### Metal 2

Scale: 2 px per um.
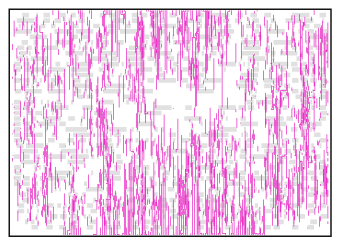
### Layout detail

Window x 110 to 130, y 75 to 95 um. Cells in gray, sequential cells in the stronger gray; small squares are vias.
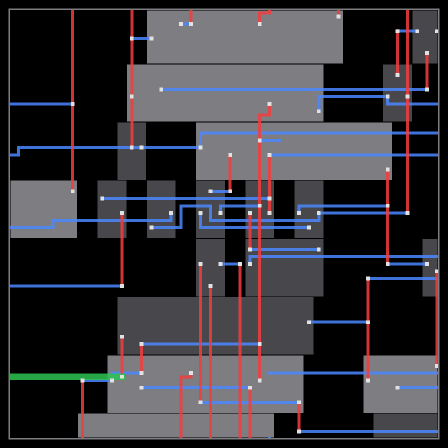
File: config.mk
export PLATFORM = sky130hd
export DESIGN_NAME = apb_slave_bridge_mc
export DESIGN_NICKNAME = d
export VERILOG_FILES = /design/src/rtl/apb_adp_pkg.sv /design/src/rtl/apb_adp_wdog.sv /design/src/rtl/apb_slave_bridge_mc.sv
export SDC_FILE = /design/constraint.sdc
export NUM_CORES = 1
export LEC_CHECK = 0
export ABC_AREA = 1
export CAP_MARGIN = 25
export CELL_PAD_IN_SITES_DETAIL_PLACEMENT = 1
export CELL_PAD_IN_SITES_GLOBAL_PLACEMENT = 1
export CORE_ASPECT_RATIO = 0.7
export CORE_UTILIZATION = 28
export DETAILED_ROUTE_END_ITERATION = 8
export GPL_TIMING_DRIVEN = 0
export PLACE_DENSITY_LB_ADDON = 0.1
export SKIP_CTS_REPAIR_TIMING = 1
export SLEW_MARGIN = 20
export SYNTH_ARGS = -nofsm -noshare
export SYNTH_HDL_FRONTEND = slang
export SYNTH_HIERARCHICAL = 1
export SYNTH_SLANG_ARGS = --single-unit
File: constraint.sdc
create_clock -name pclk -period 3.3 [get_ports pclk]
set_input_delay 0.33 -clock pclk [delete_from_list [all_inputs] [get_ports pclk]]
set_output_delay 0.33 -clock pclk [all_outputs]
set_load 0.05 [all_outputs]
File: src/rtl/apb_adp_pkg.sv
// Shared types for the APB slave bridge: FSM state, latched request payload
// and the channel-select width helper.
package apb_adp_pkg;

  // Payload fields are sized for the largest supported configuration;
  // users cast down to their own parameter widths.
  localparam int unsigned MAX_AW  = 32;
  localparam int unsigned MAX_DW  = 64;
  localparam int unsigned MAX_BW  = MAX_DW / 8;
  localparam int unsigned MAX_CHW = 4;

  typedef enum logic [1:0] {
    IDLE = 2'd0,
    REQ  = 2'd1,
    WAIT = 2'd2,
    RESP = 2'd3
  } apb_adp_state_e;

  typedef struct packed {
    logic [MAX_AW-1:0]  addr;
    logic [MAX_DW-1:0]  wdata;
    logic [MAX_BW-1:0]  wbe;
    logic               write;
    logic [MAX_CHW-1:0] ch;
  } apb_adp_req_t;

  // Channel-index width: at least one bit even for a single channel.
  function automatic int unsigned ch_sw(input int unsigned n);
    return (n <= 2) ? 1 : $clog2(n);
  endfunction

endpackage

File: src/rtl/apb_adp_wdog.sv
// Ack watchdog for the APB bridge: cleared by load, counts while count_en,
// flags expire_c in the cycle that completes TO_CYCLES counted cycles.
//  clk, rst_n  clock, async active-low reset
//  load        clear the count (entry into REQ)
//  count_en    count this cycle (REQ or WAIT)
//  expire_c    combinational: this is the TO_CYCLES-th counted cycle
module apb_adp_wdog #(
  parameter int unsigned TO_CYCLES = 64
) (
  input  logic clk,
  input  logic rst_n,
  input  logic load,
  input  logic count_en,
  output logic expire_c
);

  localparam int unsigned CW = $clog2(TO_CYCLES + 1);

  logic [CW-1:0] count;

  assign expire_c = count_en && (count == CW'(TO_CYCLES - 1));

  // Cycle counter; freezes once expired since the FSM leaves REQ/WAIT.
  always_ff @(posedge clk or negedge rst_n) begin
    if (!rst_n) begin
      count <= '0;
    end else if (load) begin
      count <= '0;
    end else if (count_en && !expire_c) begin
      count <= count + CW'(1);
    end
  end

endmodule

File: src/rtl/apb_slave_bridge_mc.sv
// APB4 completer bridging one APB port to N_CH conduit channels selected by
// paddr[CH_AW +: CH_SW]. Each access issues a one-cycle strobe to the channel
// and holds the APB transfer with wait states until that channel acks.
// Optional macro APB_ADP_TIMEOUT_EN adds an ack timeout of TO_CYCLES cycles.
// Ports:
//  pclk, presetn                  clock, async active-low reset
//  paddr/psel/penable/pwrite/pwdata/pstrb   APB request
//  pready/prdata/pslverr          APB response (registered)
//  con_wr/con_rd                  one-hot channel strobes (one cycle)
//  con_addr/con_wdata/con_wbe     latched channel offset, data, byte enables
//  con_ack/con_err/con_rdata      per-channel completion, error, read data
module apb_slave_bridge_mc
  import apb_adp_pkg::*;
#(
  parameter int unsigned D_WIDTH   = 32,
  parameter int unsigned A_WIDTH   = 12,
  parameter int unsigned N_CH      = 4,
  parameter int unsigned CH_AW     = 8,
  parameter int unsigned TO_CYCLES = 64
) (
  input  logic                    pclk,
  input  logic                    presetn,
  input  logic [A_WIDTH-1:0]      paddr,
  input  logic                    psel,
  input  logic                    penable,
  input  logic                    pwrite,
  input  logic [D_WIDTH-1:0]      pwdata,
  input  logic [D_WIDTH/8-1:0]    pstrb,
  output logic                    pready,
  output logic [D_WIDTH-1:0]      prdata,
  output logic                    pslverr,
  output logic [N_CH-1:0]         con_wr,
  output logic [N_CH-1:0]         con_rd,
  output logic [CH_AW-1:0]        con_addr,
  output logic [D_WIDTH-1:0]      con_wdata,
  output logic [D_WIDTH/8-1:0]    con_wbe,
  input  logic [N_CH-1:0]         con_ack,
  input  logic [N_CH-1:0]         con_err,
  input  logic [N_CH*D_WIDTH-1:0] con_rdata
);

  localparam int unsigned CH_SW   = ch_sw(N_CH);
  localparam int unsigned B_WIDTH = D_WIDTH / 8;
  localparam int unsigned TOP_SH  = CH_AW + CH_SW;

  apb_adp_state_e     state;
  apb_adp_req_t       req_q;
  apb_adp_req_t       req_c;
  logic               setup_c;
  logic               dec_err_c;
  logic [CH_SW-1:0]   idx_c;
  logic [CH_SW-1:0]   ch_q;
  logic [N_CH-1:0]    onehot_c;
  logic               ack_c;
  logic               err_c;
  logic [D_WIDTH-1:0] rdata_c;
  logic               wd_load;
  logic               wd_en;
  logic               to_c;

  // Setup-phase decode and request payload to latch.
  always_comb begin
    setup_c   = psel & ~penable;
    idx_c     = paddr[CH_AW +: CH_SW];
    dec_err_c = (32'(idx_c) >= N_CH) || ((paddr >> TOP_SH) != '0);
    onehot_c  = N_CH'(1) << idx_c;
    req_c       = '0;
    req_c.addr  = MAX_AW'(paddr[CH_AW-1:0]);
    req_c.wdata = MAX_DW'(pwdata);
    req_c.wbe   = pwrite ? MAX_BW'(pstrb) : '0;
    req_c.write = pwrite;
    req_c.ch    = MAX_CHW'(idx_c);
  end

  assign ch_q = CH_SW'(req_q.ch);

  // Only the latched channel's ack/err/rdata are visible to the FSM.
  always_comb begin
    ack_c   = 1'b0;
    err_c   = 1'b0;
    rdata_c = '0;
    for (int unsigned i = 0; i < N_CH; i++) begin
      if (ch_q == CH_SW'(i)) begin
        ack_c   = con_ack[i];
        err_c   = con_err[i];
        rdata_c = con_rdata[i*D_WIDTH +: D_WIDTH];
      end
    end
  end

  assign con_addr  = CH_AW'(req_q.addr);
  assign con_wdata = D_WIDTH'(req_q.wdata);
  assign con_wbe   = B_WIDTH'(req_q.wbe);

  assign wd_load = (state == IDLE) && setup_c && !dec_err_c;
  assign wd_en   = (state == REQ) || (state == WAIT);

`ifdef APB_ADP_TIMEOUT_EN
  apb_adp_wdog #(
    .TO_CYCLES (TO_CYCLES)
  ) u_wdog (
    .clk      (pclk),
    .rst_n    (presetn),
    .load     (wd_load),
    .count_en (wd_en),
    .expire_c (to_c)
  );
`else
  assign to_c = 1'b0;
`endif

  // Transfer FSM with registered APB response and channel strobes.
  always_ff @(posedge pclk or negedge presetn) begin
    if (!presetn) begin
      state   <= IDLE;
      req_q   <= '0;
      pready  <= 1'b0;
      prdata  <= '0;
      pslverr <= 1'b0;
      con_wr  <= '0;
      con_rd  <= '0;
    end else begin
      pready  <= 1'b0;
      pslverr <= 1'b0;
      con_wr  <= '0;
      con_rd  <= '0;
      case (state)
        IDLE: begin
          if (setup_c) begin
            req_q <= req_c;
            if (dec_err_c) begin
              state   <= RESP;
              pready  <= 1'b1;
              pslverr <= 1'b1;
              prdata  <= '0;
            end else begin
              state <= REQ;
              if (pwrite) con_wr <= onehot_c;
              else        con_rd <= onehot_c;
            end
          end
        end
        REQ, WAIT: begin
          // Master abort wins; an ack beats a same-cycle timeout.
          if (!psel) begin
            state <= IDLE;
          end else if (ack_c) begin
            state   <= RESP;
            pready  <= 1'b1;
            pslverr <= err_c;
            prdata  <= req_q.write ? '0 : rdata_c;
          end else if (to_c) begin
            state   <= RESP;
            pready  <= 1'b1;
            pslverr <= 1'b1;
            prdata  <= '0;
          end else begin
            state <= WAIT;
          end
        end
        RESP:    state <= IDLE;
        default: state <= IDLE;
      endcase
    end
  end

endmodule

==> qor.txt <==
status - finished, final reports clean
MUX share of area - 0
Psw - 3.979 mW
CTS Root Cell - clkbuf_16
n_diodes - 0
crit path kind - flop to flop
Seq cells post-synth - 91
Syn Std Cell Area - 0.004903 sq mm
Core Area - 0.01717 sq mm
RSZ-0062 raised after global routing - false
crit path max fanout - 10
AO/OA Area Share - 0.1120
Chip Area - 0.01805 sq mm
num ports - 275
and+or+nand+nor area frac - 0.2822
ratio of cells with drive above 1 in the final layout - 0.09178
Net Sw Frac - 0.4890
CTS max path bufs - 2
delay of the slowest critical-path stage - 0.43 ns
Max Freq - 452.0 MHz
delay-heaviest family, CP - buffers and inverters
Post-DRT Antenna Nets - 0
drt first pass iters - 5
clk slew on worst S/H paths - 0.06 ns
most instantiated logic cell after routing - clkdlybuf4s50_1
DR vias/cell - 4.508
Tot Pwr - 8.136 mW
crit path cell chain - inv_1 > ha_1 > inv_1 > nor2_1 > clkbuf_1 > o21ai_0 > a21oi_1 > nand3_1 > nand2_1
Mapped Nets - 836
Synth Area in XOR/XNOR - 0
Largest logic family - simple AND/OR/NAND/NOR gates
logic area - 0.001958 sq mm
Initial DRC Count - 229
CTS Sinks - 91
initial antenna violation count - 0
largest net degree at the start of global routing - 63
DRC - 0
CP startpoint - state[1]
Setup crit start kind - flop
crit path DRT - 3.58 ns
CP bufs+invs - 3
About 'Metal 2':
The wires run mostly vertical. The layer holds 46% of the routed length. The longest straight run is 43.7 um. 959 nets have wire on it. The layer carries 8750 um of wire.
met2 usage: 0.3542
final wirelength: 19010 um
vias after detailed routing: 5265

About 'Layout detail':
met3: drawn in green. met2: drawn in red. met1: drawn in blue.
15 logic cells have their middle in the window. Most frequent: nand2_1 (6), dfrtp_1 (4), clkbuf_1 (3). Netlist names of flops here include `con_wdata` (3), `prdata` (1). Sequential cells in the window: 4.

==> per-layer routing <==
layer  global-route usage  up-vias  part of all wire
met4              0.05460        0             0.016
met3              0.05792       26             0.067
met1               0.2788     2502              0.46
met5                    0        -                 0
met2               0.3542      162              0.46
li1                     -     2575                 -
==> synth_stat cells (all sizes together) <==
cell      n  share of area
buf      57          0.086
o211ai   19          0.029
a21o      1         0.0015
dfrtp    91           0.46
ha        2         0.0051
inv      44          0.034
nand2   253           0.20
nor2     16          0.014
a22o      4         0.0071
nand3    47          0.049
a22oi     1         0.0015
or2      13          0.017
clkbuf   22          0.017
a21oi    14          0.014
nor3      6         0.0061
o21ai    55          0.058
==> stage by stage <==
stage,utilization,instances,TNS [ns],setup slack [ns]
2_1_floorplan,-,645,0,1.692
3_3_place_gp,0.4622,1150,-145.99,-1.614
3_5_place_dp,0.4639,1151,0,1.029
4_1_cts,0.4828,1167,0,1.029
5_1_grt,0.4834,1168,0,0.8536
6_report,0.4834,1168,0,1.088
==> power groups by stage <==
stage | registers (mW) | clock network [mW] | logic [mW]
final | 1.83 | 1.12 | 5.18
after global routing | 1.89 | 1.20 | 5.57
after CTS | 1.84 | 1.16 | 5.24
after detailed placement | 1.85 | 0 | 5.22
after global placement | 1.83 | 0 | 5.10
after floorplan | 2.28 | 0 | 3.02
==> cell type report <==
class                      count  share of cell area
sequential                    91              0.2744
clock buffer                  10             0.02759
multi-input combinational    431              0.2360
inverter                      44             0.01990
clock inverter                 6             0.01146
buffer                        79             0.06062
timing repair buffer         276              0.3352
tap                          231             0.03483
==> flip-flops by register name (all words and copies together), names as in the netlist <==
signal,flops
con_wdata,32
state,2
pslverr,1
con_rd,4
prdata,32
con_wbe,4
con_wr,4
ch_q,2
pready,1
req_q,1
con_addr,8
Power figures rest on the tool's default switching activity, not on a simulated workload.
